===== src/rtl/ysyx_23060025_mem_arbiter.sv =====
// Two-master (IFU read-only, LSU read/write) arbiter onto one APB-style memory port.
// Define ARB_ROUND_ROBIN_EN for round-robin arbitration; otherwise the LSU has fixed priority.
module ysyx_23060025_mem_arbiter #(
    parameter int ADDR_WIDTH = 32,
    parameter int DATA_WIDTH = 32
) (
    input  logic                    clock,
    input  logic                    reset,

    input  logic                    ifu_psel_i,
    input  logic [ADDR_WIDTH-1:0]   ifu_paddr_i,
    output logic                    ifu_pready_o,
    output logic [DATA_WIDTH-1:0]   ifu_prdata_o,
    output logic                    ifu_perr_o,

    input  logic                    lsu_psel_i,
    input  logic                    lsu_pwrite_i,
    input  logic [ADDR_WIDTH-1:0]   lsu_paddr_i,
    input  logic [DATA_WIDTH-1:0]   lsu_pwdata_i,
    input  logic [DATA_WIDTH/8-1:0] lsu_pstrb_i,
    output logic                    lsu_pready_o,
    output logic [DATA_WIDTH-1:0]   lsu_prdata_o,
    output logic                    lsu_perr_o,

    output logic                    mem_psel_o,
    output logic                    mem_penable_o,
    output logic                    mem_pwrite_o,
    output logic [ADDR_WIDTH-1:0]   mem_paddr_o,
    output logic [DATA_WIDTH-1:0]   mem_pwdata_o,
    output logic [DATA_WIDTH/8-1:0] mem_pstrb_o,
    input  logic                    mem_pready_i,
    input  logic [DATA_WIDTH-1:0]   mem_prdata_i,
    input  logic                    mem_pslverr_i
);

    localparam int STRB_WIDTH = DATA_WIDTH / 8;

    typedef enum logic [1:0] {
        IDLE,
        SETUP,
        ACCESS
    } state_e;

    state_e                  state_q, state_d;
    logic                    owner_q, owner_d;   // 0 = IFU, 1 = LSU
    logic                    write_q, write_d;
    logic [ADDR_WIDTH-1:0]   addr_q,  addr_d;
    logic [DATA_WIDTH-1:0]   wdata_q, wdata_d;
    logic [STRB_WIDTH-1:0]   strb_q,  strb_d;

    logic any_req;
    logic grant_lsu;
    logic xfer_done;

    assign any_req = ifu_psel_i | lsu_psel_i;

`ifdef ARB_ROUND_ROBIN_EN
    logic last_owner_q, last_owner_d;

    // On contention the requester that was not served last wins.
    assign grant_lsu = lsu_psel_i & (~ifu_psel_i | ~last_owner_q);

    always_comb begin
        last_owner_d = last_owner_q;
        if (state_q == IDLE && any_req) begin
            last_owner_d = grant_lsu;
        end
    end

    always_ff @(posedge clock or posedge reset) begin
        if (reset) begin
            last_owner_q <= 1'b1;
        end else begin
            last_owner_q <= last_owner_d;
        end
    end
`else
    // LSU first: a stalled load must not wait behind a fetch the IDU cannot consume.
    assign grant_lsu = lsu_psel_i;
`endif

    always_comb begin
        // NOTE: every next-state signal gets its hold value first so no path can infer a latch.
        state_d = state_q;
        owner_d = owner_q;
        write_d = write_q;
        addr_d  = addr_q;
        wdata_d = wdata_q;
        strb_d  = strb_q;

        case (state_q)
            IDLE: begin
                if (any_req) begin
                    state_d = SETUP;
                    owner_d = grant_lsu;
                    if (grant_lsu) begin
                        write_d = lsu_pwrite_i;
                        addr_d  = lsu_paddr_i;
                        wdata_d = lsu_pwdata_i;
                        strb_d  = lsu_pstrb_i;
                    end else begin
                        write_d = 1'b0;
                        addr_d  = ifu_paddr_i;
                        wdata_d = '0;
                        strb_d  = '1;
                    end
                end
            end
            SETUP:   state_d = ACCESS;
            ACCESS:  if (mem_pready_i) state_d = IDLE;
            default: state_d = IDLE;
        endcase
    end

    always_ff @(posedge clock or posedge reset) begin
        // NOTE: non-blocking assignments so every register samples pre-edge values.
        if (reset) begin
            state_q <= IDLE;
            owner_q <= 1'b0;
            write_q <= 1'b0;
            addr_q  <= '0;
            wdata_q <= '0;
            strb_q  <= '0;
        end else begin
            state_q <= state_d;
            owner_q <= owner_d;
            write_q <= write_d;
            addr_q  <= addr_d;
            wdata_q <= wdata_d;
            strb_q  <= strb_d;
        end
    end

    // Bus side is driven only from the latched request, never from live requester inputs.
    assign mem_psel_o    = (state_q != IDLE);
    assign mem_penable_o = (state_q == ACCESS);
    assign mem_pwrite_o  = write_q;
    assign mem_paddr_o   = addr_q;
    assign mem_pwdata_o  = wdata_q;
    assign mem_pstrb_o   = strb_q;

    assign xfer_done = (state_q == ACCESS) & mem_pready_i;

    assign ifu_pready_o = xfer_done & ~owner_q;
    assign lsu_pready_o = xfer_done &  owner_q;
    assign ifu_perr_o   = ifu_pready_o & mem_pslverr_i;
    assign lsu_perr_o   = lsu_pready_o & mem_pslverr_i;
    assign ifu_prdata_o = mem_prdata_i;
    assign lsu_prdata_o = mem_prdata_i;

endmodule


===== config.mk =====
export PLATFORM = sky130hd
export DESIGN_NAME = ysyx_23060025_mem_arbiter
export DESIGN_NICKNAME = d
export VERILOG_FILES = /design/src/rtl/ysyx_23060025_mem_arbiter.sv
export SDC_FILE = /design/constraint.sdc
export NUM_CORES = 1
export LEC_CHECK = 0
export ABC_CLOCK_PERIOD_IN_PS = 3600
export CAP_MARGIN = 20
export CORE_AREA = 2 2 109 111
export DETAILED_ROUTE_END_ITERATION = 8
export DIE_AREA = 0 0 111 113
export GPL_ROUTABILITY_DRIVEN = 0
export HOLD_SLACK_MARGIN = 0.12
export PLACE_DENSITY = 0.84
export SYNTH_ARGS = -nofsm -noshare
export SYNTH_HDL_FRONTEND = slang
export SYNTH_SLANG_ARGS = --single-unit

===== constraint.sdc =====
create_clock -name clock -period 3.6 [get_ports clock]
set_clock_uncertainty 0.2 [all_clocks]
set_input_delay 0.72 -clock clock [delete_from_list [all_inputs] [get_ports clock]]
set_output_delay 0.72 -clock clock [all_outputs]
set_load 0.02 [all_outputs]

### The metal 2 layer, run 1

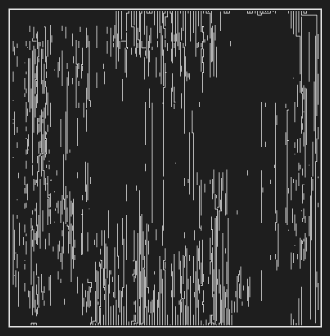
The layer holds 51% of the routed length. The layer carries 4800 µm of wire. 479 nets have wire on it. The longest straight run is 57.8 µm. The wires run mostly vertical.
Vias: 2511
GRT met2 Usage: 26.3%
WL final: 9.36 mm

### Met1 routing, run 1

Scale bar: 20 µm.
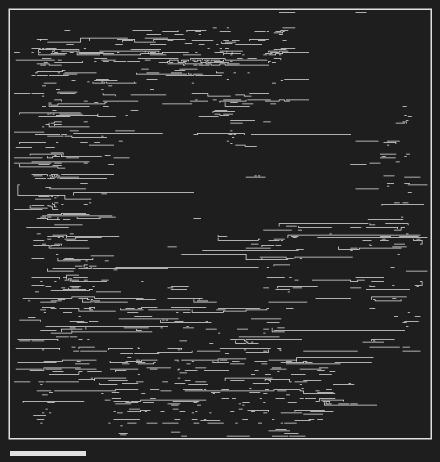
415 nets have wire on it. The layer carries 3380 µm of wire. The longest straight run is 37.7 µm. The wires run mostly horizontal. The layer holds 36% of the routed length.
met1 global-route usage: 15.1%

==> GITHUB_STEP_SUMMARY, run 1 <==
### Metrics collected by this job

| Metric | Value |
|---|---|
| Max-area cell share | `50.2%` |
| Floorplan Utilization | `31.8%` |
| PnR worst setup slack | `0.534 ns` |
| Total power | `4.78 mW` |
| Comb gates | `114` |
| Slowest CP cell | `clkdlybuf4s50_1` |
| Hold path depth | `1` |
| Worst-path clk slew | `0.06 ns` |
| Tapcells | `143` |
| RSZ-0062 raised after global routing | `no` |
| Post-synth EDFFs | `0` |
| Fmax | `326 MHz` |
| Initial detailed-routing violation count | `63` |
| Clock group share of total power | `18.5%` |
| CP Cell Sequence | `clkdlybuf4s50_1, nand2_1, nor3b_1, clkdlybuf4s50_1` |
| First-pass GRT wire length | `14.5 mm` |
| Worst setup path startpoint | `mem_pready_i` |
| Dominant register cell | `dfrtp_1` |
| Top Layout Cells | `clkdlybuf4s50_1 (180), dfrtp_1 (72), mux2_2 (44), a22o_1 (33), mux2_4 (20)` |
| Gate power share | `50.7%` |
| Slowest stage delay, CP | `0.64 ns` |
| Cells after DPL | `519` |
| Largest net degree at the start of global routing | `42` |
| DP HPWL | `7.01 mm` |
| Worst R2R Setup Slack | `1.70 ns` |
| Sw frac | `35.3%` |
| I/O pin total | `278` |
| Syn Nets | `407` |
| Layout cells sized above 1 | `22.4%` |
| Post-Layout Cell Count | `535` |
| DRT antenna net count | `0` |
| Highest metal used | `met4` |
| Worst reg2reg endpoint | `mem_paddr_o[3]$_DFFE_PP0P_` |
| Worst ir drop on vdd | `0.000411 V` |
| Fill cells | `987` |
| Non-CTS buffers | `186` |
| Commonest non-fill, non-tap cell in the layout | `clkdlybuf4s50_1` |
| MaxCap Viol Count | `0` |
| Initial antenna violation count | `0` |
| Synth area leaders | `dfrtp_1 (50%), mux2_2 (14%), buf_4 (14%)` |
| Seq/Total Area, Yosys | `50.2%` |
| Resize count post-CTS | `0` |
| Final worst path period share | `85.2%` |
| Largest class | `non-clock buffers` |
| Fin Setup TNS | `0 ns` |
| Status | `finished clean` |
| Final Hold Violating Endpoints | `0` |
| CTS buffer count | `9` |
| Register fraction of the total cell area | `33.6%` |
| Synth area leader | `dfrtp_1` |
| Reg power frac | `30.8%` |
| Worst hold margin | `0.285 ns` |
| Setup WS pre-CTS | `0.534 ns` |
| R2R depth | `5` |
| Hold Crit Class | `register to register` |
| Chip Width | `111 µm` |
| Die height | `113 µm` |
| Post-CTS Hold Buffers | `0` |
| Vias/cell | `4.69` |
| Die ar. | `12500 µm²` |
| Post-synthesis async set-or-reset flop share | `100%` |
| Yosys stat chip area | `3590 µm²` |
| # port buffers | `181` |
| MI comb area | `1200 µm²` |
| LEAKAGE | `2.26 nW` |
| WL met1 | `3.38 mm` |
| Worst Setup Start Kind | `input pin` |
| Reg area | `1800 µm²` |
| Post-CTS setup buffer count | `0` |
| GRT overflow | `0` |
| Slew Limit Fails | `0` |
| Sink Count | `72` |
| Crit path kind | `input pin to primary output` |
| Tmin final | `3.07 ns` |
| Fin area | `5360 µm²` |
| Post-Synthesis Cells | `268` |
| Tool warnings | `26` |
| Synthesized area per cell | `13.4 µm²` |
| CP required | `2.68 ns` |
| Power Density | `893 nW/µm²` |
| H-Tree Level Count | `3` |
| Synthesized area | `3590 µm²` |
| Max_slew headroom | `52.5%` |
| Residual DRC | `0` |
| Cell Type Count | `21` |
| WL met3 | `950 µm` |
| DR pass1 iterations | `4` |
| Final net count | `526` |
| CP most frequent cell | `clkdlybuf4s50_1` |
| Top cells by count | `dfrtp_1 (72), buf_4 (65), mux2_2 (44)` |
| Maximum buffer depth of the clock tree | `2` |
| # Cells Yosys | `268` |
| Non-Clock Buffer Area Fraction | `34.7%` |
| Vias in the first global route | `2743` |
| CTS tree | `yes` |
| Root buffer cell | `clkbuf_16` |
| ClkCell Share | `5.58%` |
| DR WL met2 | `4.80 mm` |
| Core Area | `11300 µm²` |
| Flop count | `72` |
| Worst-margin pin slew | `0.711 ns` |
| Signal inverters | `4` |
| Final Core Density | `47.5%` |
| CP max FO | `3` |
| Worst Path Arrival | `2.15 ns` |
| Setup violators final | `0` |
| Setup crit end kind | `primary output` |
| Clkbuf count | `11` |
| Ys flops | `72` |
| Net switching power | `1.69 mW` |
| Late-Pin Clk Latency | `0.32 ns` |
| Reg-to-reg startpoint | `state_q[0]$_DFFE_PP0P_` |
| HP Start | `state_q[1]$_DFFE_PP0P_` |
| Area Overhead vs Synth | `49.3%` |
| Warnings from Yosys | `0` |
| Antenna diodes | `0` |
| Top-count cell post-synth | `dfrtp_1` |
| Row count | `39` |
| Cell area after placement | `5060 µm²` |
| Logic share of the area | `22.4%` |
| Worst Hold Path EP | `state_q[1]$_DFFE_PP0P_` |
| Int Pwr | `3.10 mW` |
### Routed metal per tile, run 1

Scale bar: 20 µm. 22 x 23 tiles, from black (low) to pale yellow (high), scaled to the fullest tile. Values are wire area over tile area, all layers added.
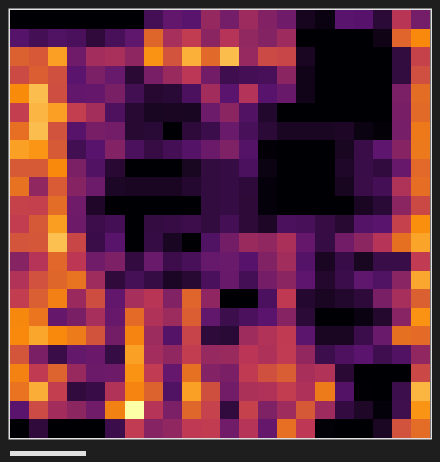
The mean over all tiles is 0.13. 25% of the tiles are over half the peak. The densest ninth of the die: lower left. 15% of the tiles are nearly empty.
gr usage total: 14.8%
WL/cell: 17.5 µm

## run 1: how the worst max path moves through the flow
stage | slack [ns] | end | cells past startpoint
after floorplan | 0.86 | mem_paddr_o[0]$_DFFE_PP0P_ | 1
after global placement | 0.59 | ifu_perr_o | 4
after detailed placement | 0.53 | ifu_perr_o | 4
after CTS | 0.53 | ifu_perr_o | 4
after global routing | 0.39 | ifu_perr_o | 4
final | 0.53 | ifu_perr_o | 4
## run 1: cells by family (layout without fill, tap and decap cells)
family | count (synthesis) | count (layout) | synth area share [%]
muxes | 64 | 64 | 22.2
AOI/OAI and AO/OA | 40 | 40 | 9.84
buffers and inverters | 82 | 206 | 16.3
and+or+nand+nor | 10 | 10 | 1.50
DFF | 72 | 72 | 50.2
## run 1: metal layers
metal	track usage [%]	vias up
li1	-	1112
met1	15.1	1226
met3	6.27	30
met4	7.17	0
met2	26.3	143
met5	0	-
## run 1: power by group through the flow
| stage | Clock [mW] | Combinational [mW] | Sequential [mW] |
|---|---|---|---|
| finish | 0.886 | 2.42 | 1.47 |
| CTS | 0.917 | 2.46 | 1.48 |
| detailed placement | 0 | 2.45 | 1.47 |
| floorplan | 0 | 0.946 | 1.94 |
| global route | 0.953 | 2.54 | 1.53 |
| global placement | 0 | 2.41 | 1.46 |
## run 1: worst max-delay path: cells and delay by family
kind          cells  cell delay [ns]
buf+inv           2             1.13
simple gates      2             0.29
## run 1: sequential cells by signal (all words and copies together), names as in the netlist
register and count:
mem_paddr_o 32, mem_pwdata_o 32, mem_pstrb_o 4, state_q 2, mem_pwrite_o 1, owner_q 1
==> run 2: changes to the inputs <==
--- a/config.mk
+++ b/config.mk
@@ -8,6 +8,7 @@
 export ABC_CLOCK_PERIOD_IN_PS = 3600
 export CAP_MARGIN = 20
 export CORE_AREA = 2 2 109 111
+export CTS_CLUSTER_SIZE = 8
 export DETAILED_ROUTE_END_ITERATION = 8
 export DIE_AREA = 0 0 111 113
 export GPL_ROUTABILITY_DRIVEN = 0
### The metal 2 layer, run 2

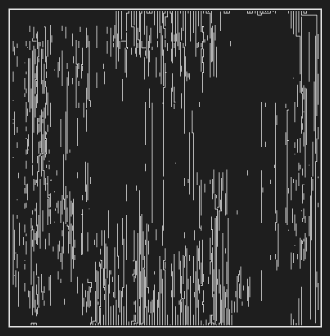
The wires run mostly vertical. 479 nets have wire on it. The layer holds 51% of the routed length.

==> GITHUB_STEP_SUMMARY, run 2 <==
### Metrics collected by this job

| Metric | Value |
|---|---|
| Setup WS pre-CTS | `0.534 ns (unchanged)` |
| Die height | `113 µm (unchanged)` |
| Gr usage total | `14.8% (unchanged)` |
| Hold Crit Class | `register to register` |
| WL final | `9.36 mm (unchanged)` |
| Die ar. | `12500 µm² (unchanged)` |
| XOR/XNOR share of the synthesized area | `0% (unchanged)` |
| CP required | `2.68 ns (about the same)` |
| Met3 Usage GRT | `6.27% (unchanged)` |
| Top cells by count | `dfrtp_1 (72), buf_4 (65), mux2_2 (44)` |
| Largest net degree at the start of global routing | `42 (unchanged)` |
| DRT antenna net count | `0 (unchanged)` |
| Resize count post-CTS | `0 (unchanged)` |
| Layout cells sized above 1 | `22.4% (unchanged)` |
| Fin Setup TNS | `0 ns (unchanged)` |
| Row count | `39 (unchanged)` |
| Commonest non-fill, non-tap cell in the layout | `clkdlybuf4s50_1` |
| Sink Count | `72 (unchanged)` |
| WL met3 | `950 µm (unchanged)` |
| Fill cells | `987 (unchanged)` |
| Seq/Total Area, Yosys | `50.2% (unchanged)` |
| Post-synth EDFFs | `0 (unchanged)` |
| Vias/cell | `4.69 (unchanged)` |
| CP max FO | `3 (unchanged)` |
| Top Usage Layer GRT | `met2` |
| Reg area | `1800 µm² (unchanged)` |
| Worst Setup Start Kind | `input pin` |
| Post-CTS setup buffer count | `0 (unchanged)` |
| Fin area | `5360 µm² (unchanged)` |
| Syn Nets | `407 (unchanged)` |
| Tmin final | `3.07 ns (unchanged)` |
| Highest metal used | `met4` |
| # port buffers | `181 (unchanged)` |
| Post-Layout Cell Count | `535 (unchanged)` |
| Chip Width | `111 µm (unchanged)` |
| Dominant register cell | `dfrtp_1` |
| GRT met2 Usage | `26.3% (unchanged)` |
| Crit path kind | `input pin to primary output` |
| WL/cell | `17.5 µm (unchanged)` |
| # Cells Yosys | `268 (unchanged)` |
| Final net count | `526 (unchanged)` |
| First-pass GRT wire length | `14.5 mm (unchanged)` |
| Area fraction in compound gates | `9.84% (unchanged)` |
| Fmax | `326 MHz (unchanged)` |
| Tool warnings | `26 (unchanged)` |
| Yosys stat chip area | `3590 µm² (unchanged)` |
| GRT overflow | `0 (unchanged)` |
| Worst Path Arrival | `2.15 ns (about the same)` |
| I/O pin total | `278 (unchanged)` |
| Max_slew headroom | `52.5% (unchanged)` |
| CTS tree | `yes` |
| DR pass1 iterations | `4 (unchanged)` |
| DR WL met2 | `4.80 mm (unchanged)` |
| RSZ-0062 raised after global routing | `no` |
| Warnings from Yosys | `0 (unchanged)` |
| Status | `finished clean` |
| Residual DRC | `0 (unchanged)` |
| Vias | `2511 (unchanged)` |
| Post-CTS Hold Buffers | `0 (unchanged)` |
| Initial detailed-routing violation count | `63 (unchanged)` |
| CP most frequent cell | `clkdlybuf4s50_1` |
| Worst-margin pin slew | `0.711 ns (unchanged)` |
| Worst Path Buf+Inv | `2 (unchanged)` |
| Synth area leaders | `dfrtp_1 (50%), mux2_2 (14%), buf_4 (14%)` |
| And+or+nand+nor area frac | `1.50% (unchanged)` |
| LEAKAGE | `2.26 nW (unchanged)` |
| Adder-Cell Fraction of Synth Area | `0% (unchanged)` |
| Top-count cell post-synth | `dfrtp_1` |
| Top Layout Cells | `clkdlybuf4s50_1 (180), dfrtp_1 (72), mux2_2 (44), a22o_1 (33), mux2_4 (20)` |
| Initial antenna violation count | `0 (unchanged)` |
| Floorplan Utilization | `31.8% (unchanged)` |
| Slowest CP cell | `clkdlybuf4s50_1` |
| Area Overhead vs Synth | `49.3% (unchanged)` |
| Vias in the first global route | `2743 (unchanged)` |
| H-Tree Level Count | `3 (unchanged)` |
| Core Area | `11300 µm² (unchanged)` |
| Setup crit end kind | `primary output` |
| Cell Type Count | `21 (unchanged)` |
| Worst-path clk slew | `0.06 ns (about the same)` |
| Top comb family, area | `multiplexers` |
| Cell area after placement | `5060 µm² (unchanged)` |
| Synth area leader | `dfrtp_1` |
| Antenna diodes | `0 (unchanged)` |
| Multiplexer share | `22.2% (unchanged)` |
| Post-synthesis async set-or-reset flop share | `100% (unchanged)` |
| Post-Synthesis Cells | `268 (unchanged)` |
| Late-Pin Clk Latency | `0.32 ns (about the same)` |
| MI comb area | `1200 µm² (unchanged)` |
| CTS buffer count | `9 (unchanged)` |
| Power Density | `893 nW/µm² (unchanged)` |
| CP Cell Sequence | `clkdlybuf4s50_1, nand2_1, nor3b_1, clkdlybuf4s50_1` |
| Worst hold margin | `0.285 ns (unchanged)` |
| Cells after DPL | `519 (unchanged)` |
| MaxCap Viol Count | `0 (unchanged)` |
| Worst path top cell family by delay | `buffers and inverters` |
| Worst ir drop on vdd | `0.000411 V (unchanged)` |
| Root buffer cell | `clkbuf_16` |
| Slew Limit Fails | `0 (unchanged)` |
| Final worst path period share | `85.2% (unchanged)` |
| Final Hold Violating Endpoints | `0 (unchanged)` |
| DP HPWL | `7.01 mm (unchanged)` |
| Ys flops | `72 (unchanged)` |
| Met1 global-route usage | `15.1% (unchanged)` |
| WL met1 | `3.38 mm (unchanged)` |
| Setup violators final | `0 (unchanged)` |
| Maximum buffer depth of the clock tree | `2 (unchanged)` |
| Synthesized area per cell | `13.4 µm² (unchanged)` |
| Synthesized area | `3590 µm² (unchanged)` |
| Slowest stage delay, CP | `0.64 ns (about the same)` |
| PnR worst setup slack | `0.534 ns (unchanged)` |
| Max-area cell share | `50.2% (unchanged)` |
[run 2: cell counts in the layout (fill, tap and decap cells not counted)]
No cell type changed its count.
[run 2: path summary, 6_finish.rpt]
| check | from | to | slack (ns) | cells after the start |
|---|---|---|---|---|
| worst max-delay path | mem_pready_i | ifu_perr_o | 0.53 | 4 |
| min in group asynchronous | reset | mem_paddr_o[20]$_DFFE_PP0P_ | 0.63 | 2 |
| worst min register to register | state_q[1]$_DFFE_PP0P_ | state_q[1]$_DFFE_PP0P_ | 0.29 | 1 |
| max in group asynchronous | reset | mem_pwdata_o[29]$_DFFE_PP0P_ | 1.90 | 3 |
| worst min-delay path | state_q[1]$_DFFE_PP0P_ | state_q[1]$_DFFE_PP0P_ | 0.29 | 1 |
| worst max register to register | state_q[0]$_DFFE_PP0P_ | mem_paddr_o[3]$_DFFE_PP0P_ | 1.70 | 5 |
[run 2: kinds of logic (layout without fill, tap and decap cells)]
| logic type | Yosys count | in the layout |
|---|---|---|
| buffers and inverters | 82 | 206 |
| flip-flops | 72 | 72 |
| multiplexers | 64 | 64 |
| AND-OR/OR-AND | 40 | 40 |
| AND/OR/NAND/NOR | 10 | 10 |
[run 2: layout make-up]
type,count,share of cell area [%]
Timing Repair Buffer,186,34.7
Inverter,4,0.327
Tap cell,143,3.34
Multi-Input combinational cell,114,22.4
Clock buffer,11,4.53
Clock inverter,5,1.05
Sequential cell,72,33.6
[run 2: per-stage QoR]
step | total power, mW | util, %
floorplan | 2.88 | -
global placement | 3.87 | 44.9
detailed placement | 3.92 | 44.9
CTS | 4.85 | 47.5
global route | 5.02 | 47.5
finish | 4.78 | 47.5
[run 2: report_power, final]
group,switching (mW),internal [mW]
clock network,0.332,0.554
logic,1.11,1.31
registers,0.246,1.23
total,1.69,3.10
Power and IR drop assume default switching activity.
